## config.mk

```make
export PLATFORM = sky130hd
export DESIGN_NAME = serial_link_ctrl
export DESIGN_NICKNAME = d
export VERILOG_FILES = /design/src/rtl/serial_link_ctrl.sv
export SDC_FILE = /design/constraint.sdc
export NUM_CORES = 1
export LEC_CHECK = 0
export CORE_MARGIN = 2
export CORE_UTILIZATION = 35
export DETAILED_ROUTE_END_ITERATION = 12
export GPL_ROUTABILITY_DRIVEN = 0
export PLACE_DENSITY = 0.68
export SYNTH_ARGS = -nofsm -noshare
export SYNTH_HDL_FRONTEND = slang
export SYNTH_SLANG_ARGS = --single-unit
```

## constraint.sdc

```tcl
create_clock -name clk -period 2.4 [get_ports clk]
set_clock_uncertainty 0.05 [all_clocks]
set_input_delay 0.72 -clock clk [delete_from_list [all_inputs] [get_ports clk]]
set_output_delay 0.72 -clock clk [all_outputs]
set_load 0.01 [all_outputs]
```

## src/rtl/serial_link_ctrl.sv

```systemverilog
// serial_link_ctrl: frame-level sequencer for the loopback serial link
// (TX FIFO -> PISO -> SIPO -> RX FIFO). One word per frame: pop, load,
// shift DATA_W bits, push. Keeps a wrapping count of completed frames.
`timescale 1ns/1ps
module serial_link_ctrl #(
  parameter int DATA_W = 8,
  parameter int CNT_W  = 16
) (
  input  logic             clk,
  input  logic             rst,
  input  logic             en,
  input  logic             tx_empty,
  input  logic             rx_full,
  output logic             tx_rd,
  output logic             piso_load,
  output logic             shift_en,
  output logic             sipo_en,
  output logic             rx_wr,
  output logic             busy,
  output logic             stall,
  output logic [CNT_W-1:0] frame_cnt
);

  localparam int BIT_W = (DATA_W > 1) ? $clog2(DATA_W) : 1;
  localparam logic [BIT_W-1:0] LAST_BIT = BIT_W'(DATA_W - 1);

  typedef enum logic [2:0] {
    IDLE  = 3'd0,
    FETCH = 3'd1,
    LOAD  = 3'd2,
    SHIFT = 3'd3,
    STORE = 3'd4
  } state_t;

  state_t           state_reg, state_next;
  logic [BIT_W-1:0] bit_cnt_reg;
  logic [CNT_W-1:0] frame_cnt_reg;

  // State register; reset abandons any in-flight frame.
  always_ff @(posedge clk) begin
    if (rst) state_reg <= IDLE;
    else     state_reg <= state_next;
  end

  // Bit counter: cleared while loading, advances once per shifted bit.
  always_ff @(posedge clk) begin
    if (rst)                     bit_cnt_reg <= '0;
    else if (state_reg == LOAD)  bit_cnt_reg <= '0;
    else if (state_reg == SHIFT) bit_cnt_reg <= bit_cnt_reg + BIT_W'(1);
  end

  // Completed-frame counter, bumped on every RX push, wraps silently.
  always_ff @(posedge clk) begin
    if (rst)        frame_cnt_reg <= '0;
    else if (rx_wr) frame_cnt_reg <= frame_cnt_reg + CNT_W'(1);
  end

  // Next-state logic; en/tx_empty only matter at a frame boundary.
  always_comb begin
    state_next = state_reg;
    case (state_reg)
      IDLE:  if (en && !tx_empty) state_next = FETCH;
      FETCH: state_next = LOAD;
      LOAD:  state_next = SHIFT;
      SHIFT: if (bit_cnt_reg == LAST_BIT) state_next = STORE;
      STORE: begin
        if (!rx_full) state_next = (en && !tx_empty) ? FETCH : IDLE;
      end
      default: state_next = IDLE;
    endcase
  end

  // Output decode from registered state; only rx_wr/stall see rx_full.
  always_comb begin
    tx_rd     = 1'b0;
    piso_load = 1'b0;
    shift_en  = 1'b0;
    rx_wr     = 1'b0;
    stall     = 1'b0;
    busy      = (state_reg != IDLE);
    case (state_reg)
      FETCH: tx_rd     = 1'b1;
      LOAD:  piso_load = 1'b1;
      SHIFT: shift_en  = 1'b1;
      STORE: begin
        rx_wr = !rx_full;
        stall = rx_full;
      end
      default: ;
    endcase
    sipo_en = shift_en;
  end

  assign frame_cnt = frame_cnt_reg;

endmodule

```

==> images/layer_met3.png <==
The bar under the picture is 20 µm long.
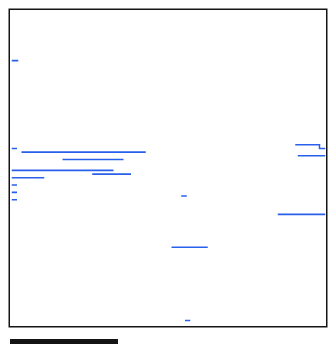
The longest straight run is 22.8 µm. The layer holds 4.3% of the routed length. The layer carries 95.9 µm of wire.
DRT Wirelength: 2220 µm
vias: 920
met3 GRT Util: 3.736%

==> images/flops_by_reg.png <==
Other sequential cells in the stronger grey, the rest of the logic in the fainter grey.
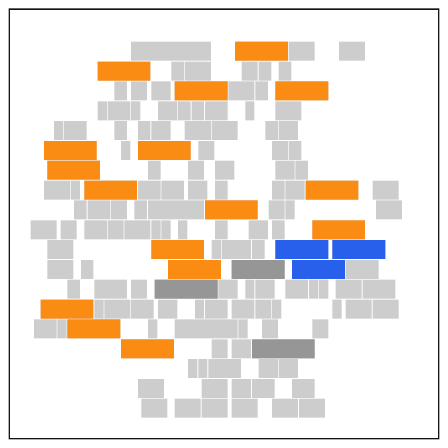
Orange stands for `frame_cnt`, placed flops 16. Blue stands for `bit_cnt_reg`, placed flops 3.
power in sequential cells: 378 µW
sequential fraction of total cell area: 31.77%
Final Util: 50.27%
Reg area: 447.9 µm²

==> job_summary.md <==
## Implementation flow summary

| Metric | Value |
|---|---|
| Status | `complete, but fails checks` |
| Failing checks | `DRC` |
| CP arrival | `1520 ps` |
| Final period util | `95.23%` |
| CTS Root Cell | `clkbuf_4` |
| Final TNS setup | `0 ps` |
| Port bufs | `27` |
| Post-CTS Hold Buffers | `0` |
| Min cycle time layout | `2286 ps` |
| Yosys Instances | `115` |
| Yosys adder share | `3.584%` |
| Type of origin of the critical path | `register` |
| HP Class | `reg -> reg` |
| Netlist Area Pre-Place | `1047 µm²` |
| Peak VDD IR | `279.3 µV` |
| Fin worst setup slack | `114.4 ps` |
| Pin count of the biggest net entering global routing | `17` |
| Core Rows | `19` |
| Initial antenna violation count | `0` |
| Seq share, synth | `42.05%` |
| WL per Instance | `12.61 µm` |
| Slew Viols, Final | `0` |
| Worst-path clk slew | `120 ps` |
| Setup repair after global routing missed its margin | `false` |
| # DRC | `1` |
| Maximum clock rate | `437.5 MHz` |
| Global route overflow | `0` |
| DR iter-0 viols | `24` |
| Yosys stat area | `1047 µm²` |
| Placed Instance Area | `1351 µm²` |
| Post-CTS Setup Repair Bufs | `0` |
| Largest register FFs | `16` |
| Max_slew headroom | `79.39%` |
| CP required | `1630 ps` |
| Tally of OpenROAD warnings | `26` |
| 1st-pass router iterations | `8` |
| Count of final hold-check violations | `0` |
| Latency at later pin | `310 ps` |
| Height of the die | `58.70 µm` |
| FP Core Util | `37.33%` |
| Dpl ws | `-426.4 ps` |
| CP max FO | `9` |
| Vias in the first global route | `870` |
| DP Wirelength | `1653 µm` |
| Layout cells sized above 1 | `15.17%` |
| Setup CP Type | `reg -> out` |
| Avg Inst Size Synth | `9.107 µm²` |
| Gr usage total | `14.76%` |
| Leakage | `0.0005202 µW` |
| # clock sinks | `22` |
| Mux share | `2.867%` |
| Avg Vias per Cell | `5.227` |
| FF+latch count, synth | `22` |
| Post-DRT Antenna Nets | `0` |
| Global-route wire length before repair | `3870 µm` |
| Final setup violation count | `0` |
| Die Span X | `58.70 µm` |
| Total CTS buffers | `3` |
| Synth Instances | `115` |
| Full die area | `3446 µm²` |
| Distinct lib cells | `31` |
| Basic Gates by Area | `29.99%` |
| Top logic family | `simple AND/OR/NAND/NOR gates` |
| Ao+oa area frac | `10.04%` |
| # diodes | `0` |
| H-tree lvl count | `1` |
| Core area | `2805 µm²` |
| CTS tree | `done` |
| Critical Path End Type | `output pin` |
| I/O pins | `28` |
| Fill count | `253` |
| Layout net count | `154` |
| Syn Nets | `123` |
| Least-Margin Pin Slew | `308.2 ps` |
| Maximum clock insertion buffer count | `2` |
| Area delta synth->final | `34.65%` |
| Ys Warns | `0` |
| Synth Area in XOR/XNOR | `6.691%` |
| Final instance area | `1410 µm²` |
| Post-cts sizing count | `11` |
| Power per cell area | `503.3 nW/µm²` |
| Max Cap Violations | `0` |
[report_power, final]
| part | total (µW) | leakage [µW] | switching, µW | internal (µW) |
|---|---|---|---|---|
| registers | 378 | 0.000179 | 8.72 | 369 |
| clock network | 282 | 0.0000279 | 113 | 169 |
| logic | 49.8 | 0.000313 | 21.9 | 27.9 |
[placed cells by master (no fill, tap or decap), drive strengths merged, types with 2 or more instances in the layout]
cell type      instances
a21oi                  9
a2bb2oi                2
and3                   3
and4                   2
buf                    6
clkbuf                 3
clkdlybuf4s50         23
dfxtp                 22
dlygate4sd2            2
ha                     3
inv                    2
mux2i                  3
nand2                  5
nand3                  5
nand4                  5
nor2                  16
nor3b                  2
o21ai                  7
or3                    8
xnor2                  3
xor2                   5
[per-layer routing]
metal / share of wire [%] / vias to the layer above / global-route usage [%]
met4: 1.9 / 0 / 8.442
met3: 4.3 / 4 / 3.736
met5: 0 / - / 0
met1: 47 / 428 / 19.78
met2: 47 / 18 / 21.51
li1: - / 470 / -
[cell type report]
| cell class | count | area [µm²] | area share [%] |
|---|---|---|---|
| Clock buffer | 3 | 22.52 | 1.597 |
| Clock inverter | 1 | 30.03 | 2.130 |
| Inverter | 2 | 7.507 | 0.5324 |
| Multi-Input combinational cell | 85 | 561.8 | 39.84 |
| Sequential cell | 22 | 447.9 | 31.77 |
| Tap cell | 31 | 38.79 | 2.751 |
| Timing Repair Buffer | 32 | 301.5 | 21.38 |
[cells in the mapped netlist]
library cell,instances,share of area [%]
nor2_1,16,5.7
or3_1,4,2.4
and3_1,2,1.2
nor4_1,1,0.60
dfxtp_1,22,42
nor4b_4,1,2.3
xor2_1,5,4.2
buf_6,2,2.2
a21oi_1,9,4.3
clkbuf_1,2,0.72
nor3b_1,2,1.4
nand4_1,4,2.4
inv_1,2,0.72
o21ai_0,7,3.3
and3_2,1,0.72
a2bb2oi_1,2,1.7
and4_1,2,1.7
mux2i_1,3,2.9
nand2_1,5,1.8
or3_2,4,2.9
nand3_1,5,2.4
or2_2,1,0.60
clkbuf_2,1,0.48
ha_1,3,3.6
nand4_4,1,2.0
and2_1,1,0.60
o31ai_1,1,0.72
buf_4,1,0.72
xnor2_1,3,2.5
or4_1,1,0.72
nand2b_1,1,0.60
[final timing paths]
kind                                    from                         end  cells after the start  slack [ps]
hold reg to reg   frame_cnt[15]$_SDFFE_PP0P_  frame_cnt[15]$_SDFFE_PP0P_                      2         440
hold / removal    frame_cnt[15]$_SDFFE_PP0P_  frame_cnt[15]$_SDFFE_PP0P_                      2         440
setup reg to reg   state_reg[2]$_SDFFE_PP0P_  frame_cnt[10]$_SDFFE_PP0P_                      5         460
setup / recovery   state_reg[0]$_SDFFE_PP0P_                     sipo_en                      3         110
[metrics by stage]
stage | cells | hold WS [ps] | total power [µW]
after floorplan | 115 | 414.6 | 417.6
final | 176 | 441.1 | 709.8
after CTS | 176 | 446.3 | 716.6
after global placement | 172 | 420.7 | 437.2
after global routing | 176 | 499.9 | 744.3
after detailed placement | 172 | 427.1 | 437.9
[worst max-delay path, stage by stage, from the launching register on]
cell and delay, ps:
dfxtp_4 430, nand2_1 60, nor2_1 150, clkdlybuf4s50_1 570
Power figures rest on the tool's default switching activity, not on a simulated workload.
